### Supply network, run 1

Scale: 3 px per um. Pins as bars on the die edge. Tap cells in grey.
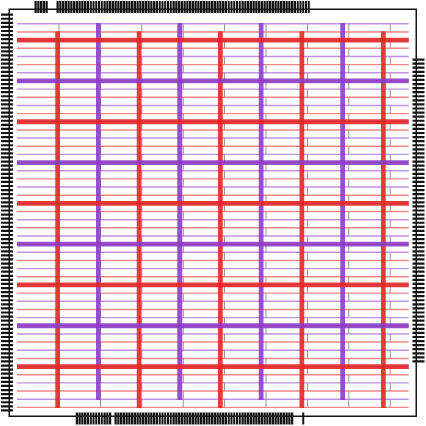
### Placed cells, one colour a class, run 1

Scale: 3 px per um. Fill, decap, tap and diode cells in grey.
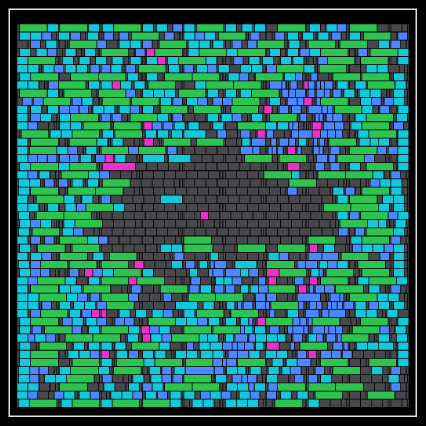
### Clock network drawn from the DEF, run 1

Scale: 3 px per um.
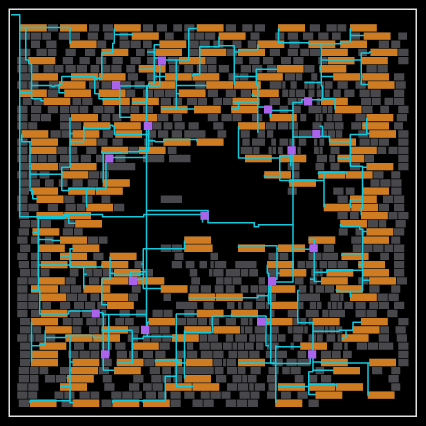
File: src/rtl/decode_pkg.sv
// Shared decode definitions: control-bundle packing, alu_op encodings and
// the opcode constants used by the decode and execute stages.
//   CTRL_W          width of the packed control bundle
//   CTRL_*          bit index of each field inside the bundle (MSB first:
//                   branch, reg_write, mem_read, mem_to_reg, alu_op[1:0],
//                   mem_write, alu_src, is_imm)
//   alu_op_e        2-bit ALU operation class
//   OP_*            7-bit base opcodes
package decode_pkg;

    localparam int unsigned CTRL_W = 9;

    localparam int unsigned CTRL_BRANCH     = 8;
    localparam int unsigned CTRL_REG_WRITE  = 7;
    localparam int unsigned CTRL_MEM_READ   = 6;
    localparam int unsigned CTRL_MEM_TO_REG = 5;
    localparam int unsigned CTRL_ALU_OP_HI  = 4;
    localparam int unsigned CTRL_ALU_OP_LO  = 3;
    localparam int unsigned CTRL_MEM_WRITE  = 2;
    localparam int unsigned CTRL_ALU_SRC    = 1;
    localparam int unsigned CTRL_IS_IMM     = 0;

    typedef enum logic [1:0] {
        ALU_OP_MEM    = 2'b00,
        ALU_OP_BRANCH = 2'b01,
        ALU_OP_R      = 2'b10,
        ALU_OP_JUMP   = 2'b11
    } alu_op_e;

    // Same packing as id_ctrl/ex_ctrl, for code that prefers named fields.
    typedef struct packed {
        logic    branch;
        logic    reg_write;
        logic    mem_read;
        logic    mem_to_reg;
        alu_op_e alu_op;
        logic    mem_write;
        logic    alu_src;
        logic    is_imm;
    } ctrl_t;

    localparam logic [6:0] OP_R      = 7'b0110011;
    localparam logic [6:0] OP_LOAD   = 7'b0000011;
    localparam logic [6:0] OP_STORE  = 7'b0100011;
    localparam logic [6:0] OP_BRANCH = 7'b1100011;
    localparam logic [6:0] OP_JALR   = 7'b1100111;

endpackage

File: src/rtl/load_use_hazard.sv
// Combinational load-use hazard detector.
// Raises hazard when the instruction in EX is a load whose destination
// (non-zero) is read by the valid instruction in decode.
//   id_valid, id_rs1, id_rs2       decode instruction and its sources
//   id_alu_src, id_mem_write       decode control bits deciding rs2 usage
//   ex_valid, ex_mem_read, ex_rd   instruction currently in EX
//   hazard                         stall decode and inject a bubble
module load_use_hazard
    import decode_pkg::*;
#(
    parameter int unsigned REG_ADDR_W = 5
) (
    input  logic                  id_valid,
    input  logic                  id_alu_src,
    input  logic                  id_mem_write,
    input  logic [REG_ADDR_W-1:0] id_rs1,
    input  logic [REG_ADDR_W-1:0] id_rs2,
    input  logic                  ex_valid,
    input  logic                  ex_mem_read,
    input  logic [REG_ADDR_W-1:0] ex_rd,
    output logic                  hazard
);

    logic rs2_used;
    logic rd_nonzero;
    logic src_match;

    always_comb begin
        // Stores read rs2 as data even though alu_src selects the immediate.
        rs2_used   = ~id_alu_src | id_mem_write;
        rd_nonzero = (ex_rd != '0);
        src_match  = (ex_rd == id_rs1) | (rs2_used & (ex_rd == id_rs2));
        hazard     = id_valid & ex_valid & ex_mem_read & rd_nonzero & src_match;
    end

endmodule

File: src/rtl/id_ex_stage.sv
// ID/EX pipeline register with load-use stall, flush, downstream hold and
// saturating perf counters.
//   clk, rst_n                     clock, async active-low reset
//   id_*                           decoded instruction from decode
//   flush                          redirect; kills EX contents (highest priority)
//   ex_hold                        downstream stall; EX register holds
//   id_stall_o                     decode/fetch must hold (combinational)
//   ex_*                           registered instruction presented to execute
//   bubble_count, flush_count      saturating event counters
module id_ex_stage
    import decode_pkg::*;
#(
    parameter int unsigned XLEN       = 32,
    parameter int unsigned REG_ADDR_W = 5,
    parameter int unsigned CNT_W      = 16
) (
    input  logic                  clk,
    input  logic                  rst_n,
    input  logic                  id_valid,
    input  logic [CTRL_W-1:0]     id_ctrl,
    input  logic [XLEN-1:0]       id_pc,
    input  logic [XLEN-1:0]       id_rs1_data,
    input  logic [XLEN-1:0]       id_rs2_data,
    input  logic [XLEN-1:0]       id_imm,
    input  logic [REG_ADDR_W-1:0] id_rs1,
    input  logic [REG_ADDR_W-1:0] id_rs2,
    input  logic [REG_ADDR_W-1:0] id_rd,
    input  logic [2:0]            id_funct3,
    input  logic                  flush,
    input  logic                  ex_hold,
    output logic                  id_stall_o,
    output logic                  ex_valid,
    output logic [CTRL_W-1:0]     ex_ctrl,
    output logic [XLEN-1:0]       ex_pc,
    output logic [XLEN-1:0]       ex_rs1_data,
    output logic [XLEN-1:0]       ex_rs2_data,
    output logic [XLEN-1:0]       ex_imm,
    output logic [REG_ADDR_W-1:0] ex_rs1,
    output logic [REG_ADDR_W-1:0] ex_rs2,
    output logic [REG_ADDR_W-1:0] ex_rd,
    output logic [2:0]            ex_funct3,
    output logic [CNT_W-1:0]      bubble_count,
    output logic [CNT_W-1:0]      flush_count
);

    logic hazard;

    load_use_hazard #(
        .REG_ADDR_W (REG_ADDR_W)
    ) u_hazard (
        .id_valid     (id_valid),
        .id_alu_src   (id_ctrl[CTRL_ALU_SRC]),
        .id_mem_write (id_ctrl[CTRL_MEM_WRITE]),
        .id_rs1       (id_rs1),
        .id_rs2       (id_rs2),
        .ex_valid     (ex_valid),
        .ex_mem_read  (ex_ctrl[CTRL_MEM_READ]),
        .ex_rd        (ex_rd),
        .hazard       (hazard)
    );

    // A flush discards whatever decode holds, so there is nothing to stall.
    assign id_stall_o = (hazard | ex_hold) & ~flush;

    always_ff @(posedge clk or negedge rst_n) begin
        if (!rst_n) begin
            ex_valid     <= 1'b0;
            ex_ctrl      <= '0;
            ex_pc        <= '0;
            ex_rs1_data  <= '0;
            ex_rs2_data  <= '0;
            ex_imm       <= '0;
            ex_rs1       <= '0;
            ex_rs2       <= '0;
            ex_rd        <= '0;
            ex_funct3    <= '0;
            bubble_count <= '0;
            flush_count  <= '0;
        end else begin
            if (flush || (!ex_hold && hazard)) begin
                // Flush and bubble both leave an all-zero, invalid EX slot.
                ex_valid    <= 1'b0;
                ex_ctrl     <= '0;
                ex_pc       <= '0;
                ex_rs1_data <= '0;
                ex_rs2_data <= '0;
                ex_imm      <= '0;
                ex_rs1      <= '0;
                ex_rs2      <= '0;
                ex_rd       <= '0;
                ex_funct3   <= '0;
            end else if (!ex_hold) begin
                ex_valid    <= id_valid;
                ex_ctrl     <= id_valid ? id_ctrl : '0;
                ex_pc       <= id_pc;
                ex_rs1_data <= id_rs1_data;
                ex_rs2_data <= id_rs2_data;
                ex_imm      <= id_imm;
                ex_rs1      <= id_rs1;
                ex_rs2      <= id_rs2;
                ex_rd       <= id_rd;
                ex_funct3   <= id_funct3;
            end

            if (flush && (flush_count != '1)) begin
                flush_count <= flush_count + 1'b1;
            end
            if (!flush && !ex_hold && hazard && (bubble_count != '1)) begin
                bubble_count <= bubble_count + 1'b1;
            end
        end
    end

endmodule

File: config.mk
export PLATFORM = sky130hd
export DESIGN_NAME = id_ex_stage
export DESIGN_NICKNAME = d
export VERILOG_FILES = /design/src/rtl/decode_pkg.sv /design/src/rtl/load_use_hazard.sv /design/src/rtl/id_ex_stage.sv
export SDC_FILE = /design/constraint.sdc
export NUM_CORES = 1
export LEC_CHECK = 0
export CORE_MARGIN = 2
export CORE_UTILIZATION = 42
export CTS_BUF_LIST = sky130_fd_sc_hd__clkbuf_4
export DETAILED_ROUTE_END_ITERATION = 10
export PLACE_DENSITY = 0.84
export SYNTH_ARGS = -nofsm -noshare
export SYNTH_HDL_FRONTEND = slang
export SYNTH_HIERARCHICAL = 1
export SYNTH_SLANG_ARGS = --single-unit
File: constraint.sdc
create_clock -name clk -period 2.7 [get_ports clk]
set_input_delay 0.54 -clock clk [delete_from_list [all_inputs] [get_ports clk]]
set_output_delay 0.54 -clock clk [all_outputs]
set_load 0.01 [all_outputs]
==> Changelog: implementation, run 1 <==
## Flow update

* Die extent in x at 135.2 um
* Cell family contributing the most delay on the critical path: simple AND/OR/NAND/NOR gates
* Crit path top cell by count: sky130_fd_sc_hd__nor2_1
* Comb area share at 20.85%
* First-pass iteration count of the detailed router at 4
* Skew final at 0.03113 ns
* Register-to-Register Setup Slack at 0.06 ns
* Total Nets Final at 1048
* Worst voltage drop across the vdd grid at 0.2458 mV
* Fraction of area in clock buffers and inverters at 2.363%
* Worst setup path endpoint: id_stall_o
* CTS Buf Count at 17
* Total stage count of the critical path at 6
* Maximum single-stage delay on the critical path at 0.56 ns
* Power density over the cells at 505.6 nW/um2
* Total of flip-flops plus latches after synthesis at 188
* M1 WL at 8777 um
* Log Warnings at 32
* Violation count after the first detailed-route iteration at 328
* Ratio of cells with drive above 1 in the final layout at 9.566%
* Type of element capturing the critical path: output port
* Ranking of synthesized cells by area: sky130_fd_sc_hd__dfrtp_1 (65%), sky130_fd_sc_hd__a22o_1 (19%), sky130_fd_sc_hd__xor2_1 (2.3%)
* Cell count of the worst reg-to-reg path at 10
* Final worst-path setup slack at -0.04524 ns
* Number of setup buffers added after CTS at 4
* Area fraction in compound gates at 20.67%
* Multi-input gates at 293
* Area Overhead vs Synth at 58.99%
* CTS Sinks at 188
* Ports at 349
* Clock transition time at the flip-flop clock pins of the worst setup and hold paths at 0.16 ns
* Worst setup path start: ex_rd[1]$_DFFE_PN0P_
* Area of the die at 18270 um2
* Core area at 16700 um2
* Final-layout non-clock buffer area share at 33.22%
* Final tally of setup violations at 1
* Outcome: complete, but fails checks
* Max-Cap Viols at 0
* Failing checks: negative setup slack
* Sequential element share of the synthesized area at 65.10%
About 'Supply network':
legend:
  VDD:
    colour: purple
  VSS:
    colour: red
met5 straps: 9
signal pins: 349
met1 rails: 48

About 'Placed cells, one colour a class':
legend:
  remaining buffers and delay cells:
    colour: cyan
    cells: 381
  remaining logic cells:
    colour: blue
    cells: 298
  clock drivers and dummy loads:
    colour: magenta
    cells: 32
  registers:
    colour: green
    cells: 188
total non-filler cell area in the finished layout: 11490 um2
standard-cell rows: 47

About 'Clock network drawn from the DEF':
legend:
  clock wires:
    colour: cyan
    length: 2130 um
  flip-flops:
    colour: orange
    count: 188
  clock-net drivers:
    colour: purple
    count: 17
routed clock nets: 18
flops lie: widely spread

==> run 1: through the flow <==
stage          setup WS [ns]  hold slack (ns)  utilization [%]  std cells
3_5_place_dp         -0.4428           0.4901            66.68       1082
4_1_cts             -0.08373           0.4724            68.73       1119
5_1_grt              -0.1403           0.4902            68.78       1120
2_1_floorplan         0.2870           0.2444                -        524
6_report            -0.04524           0.5050            68.80       1121
3_3_place_gp         -0.3766           0.4815            66.68       1082
==> run 1: Yosys cell counts, types with 4 or more instances <==
library cell,number
sky130_fd_sc_hd__nand2_1,11
sky130_fd_sc_hd__xnor2_1,10
sky130_fd_sc_hd__dfrtp_1,188
sky130_fd_sc_hd__nor3_1,6
sky130_fd_sc_hd__nand2b_1,4
sky130_fd_sc_hd__nand3_1,10
sky130_fd_sc_hd__inv_1,5
sky130_fd_sc_hd__nand4_1,12
sky130_fd_sc_hd__xor2_1,19
sky130_fd_sc_hd__clkbuf_1,36
sky130_fd_sc_hd__nor2_1,13
sky130_fd_sc_hd__a22o_1,155
sky130_fd_sc_hd__a31oi_1,4
==> run 1: power by group <==
| part | switching [mW] | leakage (nW) | total, mW | internal [mW] |
|---|---|---|---|---|
| combinational | 0.469 | 2.46 | 1.16 | 0.691 |
| clock | 1.02 | 0.135 | 1.50 | 0.486 |
| sequential | 0.153 | 2.51 | 3.14 | 2.99 |
| total | 1.64 | 5.11 | 5.81 | 4.17 |
==> run 1: flip-flops by register name (all words and copies together), names as in the netlist <==
signal	count
bubble_count	16
ex_ctrl	9
ex_funct3	3
ex_imm	32
ex_pc	32
ex_rd	5
ex_rs1	5
ex_rs1_data	32
ex_rs2	5
ex_rs2_data	32
ex_valid	1
flush_count	16
--- run 2 (diff from run 1) ---
--- a/config.mk
+++ b/config.mk
@@ -12,5 +12,4 @@
 export PLACE_DENSITY = 0.84
 export SYNTH_ARGS = -nofsm -noshare
 export SYNTH_HDL_FRONTEND = slang
-export SYNTH_HIERARCHICAL = 1
 export SYNTH_SLANG_ARGS = --single-unit
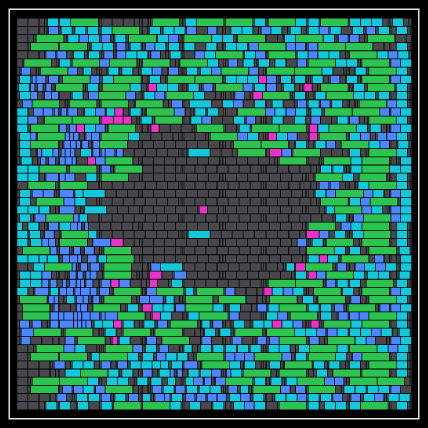
*Placed cells, one colour a class, run 2*
Scale: 3 px per um. Fill, decap, tap and diode cells in grey.
legend:
  remaining buffers and delay cells:
    colour: cyan
    cells: 379
  clock drivers and dummy loads:
    colour: magenta
    cells: 31
  registers:
    colour: green
    cells: 188
  remaining logic cells:
    colour: blue
    cells: 295

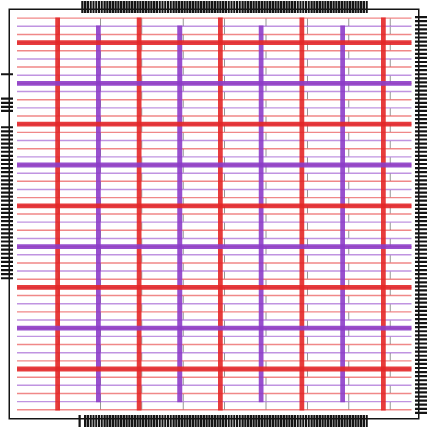
*Supply network, run 2*
Scale: 3 px per um. Pins as bars on the die edge. Tap cells in grey.
legend:
  VSS:
    colour: red
  VDD:
    colour: purple
rows: 48
met1 rails: 49
met5 straps: 9
met4 straps: 9
signal pins: 349

==> run 2 against run 1 <==
Non-clock buffer count down 2. Largest cell class unchanged. Clock power down 3%. Combinational power about the same. Hold slack better by 0.0073 ns. Power down 1.1%. Design area down 1.2%. First-iteration DRC count up 24%. Synthesized area up 1.2%. Clock skew down 0.0066 ns. The run now ends clean. Critical path type unchanged. Count of clock-buffer cells in the layout down 1. Flip-flop count unchanged. Wire length down 4.2%.
==> Changelog: implementation, run 2 <==
## Flow update

* Outcome: finished, final reports clean
* Final Util at 66.11% (-2.7 points)
* First-pass iteration count of the detailed router at 4 (unchanged)
* Ports at 349 (unchanged)
* CTS Sinks at 188 (unchanged)
* Setup slack after placement at -0.2865 ns (+0.1563 ns)
* Final tally of setup violations at 0 (-1)
* Clock transition time at the flip-flop clock pins of the worst setup and hold paths at 0.17 ns (about the same)
* Ratio of cells with drive above 1 in the final layout at 8.511% (-1.1 points)
* Skew final at 0.02456 ns (-0.006571 ns)
* Core area at 17180 um2 (+2.8%)
* CTS Buf Count at 17 (unchanged)
* Total non-filler cell area in the finished layout at 11360 um2 (-1.2%)
* Area Overhead vs Synth at 55.20%
* Ranking of synthesized cells by instance count: sky130_fd_sc_hd__dfrtp_1 (188), sky130_fd_sc_hd__a22o_1 (147), sky130_fd_sc_hd__xnor2_1 (32)
* Standard-cell rows at 48 (+2.1%)
* Leading cell type by number of instances after synthesis: sky130_fd_sc_hd__dfrtp_1
* Violation count after the first detailed-route iteration at 407 (+24%)
* Max-Cap Viols at 0 (unchanged)
* Final worst-path setup slack at 0.03375 ns (+0.07899 ns)
* Sequential element share of the synthesized area at 64.30% (-0.80 points)
* Log Warnings at 28 (-13%)
* Ranking of synthesized cells by area: sky130_fd_sc_hd__dfrtp_1 (64%), sky130_fd_sc_hd__a22o_1 (18%), sky130_fd_sc_hd__xnor2_1 (3.8%)
* Number of non-filler instances in the completed layout at 1118 (-0.27%)
* Post-synth cell types at 37
* Total Nets Final at 1043 (-0.48%)
* Area of the die at 18490 um2 (+1.2%)
* Register-to-Register Setup Slack at 0.21 ns (+0.15 ns)
* Unrepaired setup endpoints after global routing: true
* Number of setup buffers added after CTS at 0 (-4)
* Number of placed cells counting well taps at 1086 (+0.37%)
* Type of element capturing the critical path: output port
* Die extent in x at 136.0 um (+0.60%)
* Maximum single-stage delay on the critical path at 0.55 ns (about the same)
* Power density over the cells at 506.1 nW/um2 (+0.11%)
* Syn_nets at 684
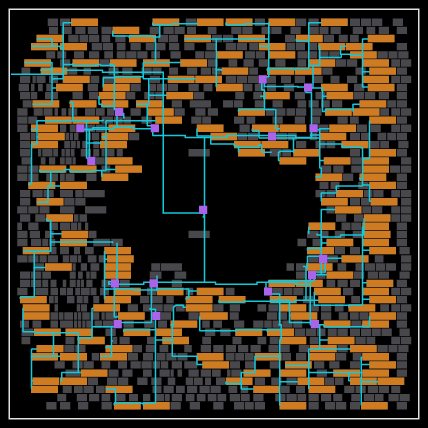
*Clock network drawn from the DEF, run 2*
Scale: 3 px per um.
legend:
  flip-flops:
    colour: orange
    count: 188
  clock-net drivers:
    colour: purple
    count: 17
  clock wires:
    colour: cyan
    length: 2110 um
routed clock nets: 18
clock network fraction of design power: 25.2%
reported clock group power: 1.45 mW
Skew-Pair Late Insertion Delay: 0.56 ns

[run 2: netlist changes by cell type after synthesis, sizes merged, moves of 4 or more]
cell and delta:
a32o +9, buf +16, a22o -8, xor2 -16
nor3 -4, xnor2 +22, nand2b -4, clkbuf -15
nand4 +8
[run 2: power by group]
group / switching (mW) / internal, mW
combinational: 0.459 / 0.693
clock: 1.05 / 0.399
sequential: 0.156 / 2.99
[run 2: worst paths after layout]
| kind | start | to | cells after the start |
|---|---|---|---|
| hold reg to reg | ex_ctrl[7]$_DFFE_PN0P_ | ex_ctrl[7]$_DFFE_PN0P_ | 1 |
| setup reg to reg | ex_rd[2]$_DFFE_PN0P_ | ex_rs1_data[26]$_DFFE_PN0P_ | 6 |
| min in group asynchronous | rst_n | bubble_count[10]$_DFFE_PN0P_ | 2 |
| max in group asynchronous | rst_n | flush_count[5]$_DFFE_PN0P_ | 3 |
| setup / recovery | ex_rd[2]$_DFFE_PN0P_ | id_stall_o | 5 |
| hold / removal | ex_ctrl[7]$_DFFE_PN0P_ | ex_ctrl[7]$_DFFE_PN0P_ | 1 |
[run 2: worst max-delay path, delay by kind of cell (launching register included)]
family / cells / cell delay [ns]
flip-flops: 1 / 0.42
buffers and inverters: 1 / 0.13
AND/OR/NAND/NOR: 2 / 0.62
AND-OR/OR-AND: 2 / 0.42
[run 2: final cells by class]
cell class	instances	area, um2
repair buffers	379	3792
clock inverters	14	127.6
well taps	225	281.5
inverters	2	7.507
multi-input cells	293	2313
clock buffers	17	127.6
fillers	1280	5821
flip-flops and latches	188	4706
[run 2: per-layer routing]
metal / up-vias / wire, um
li1: 2715 / -
met1: 2974 / 8931
met2: 244 / 10910
met3: 37 / 1512
met4: 0 / 633
met5: - / 0
Power is estimated from default activity; no workload was simulated.
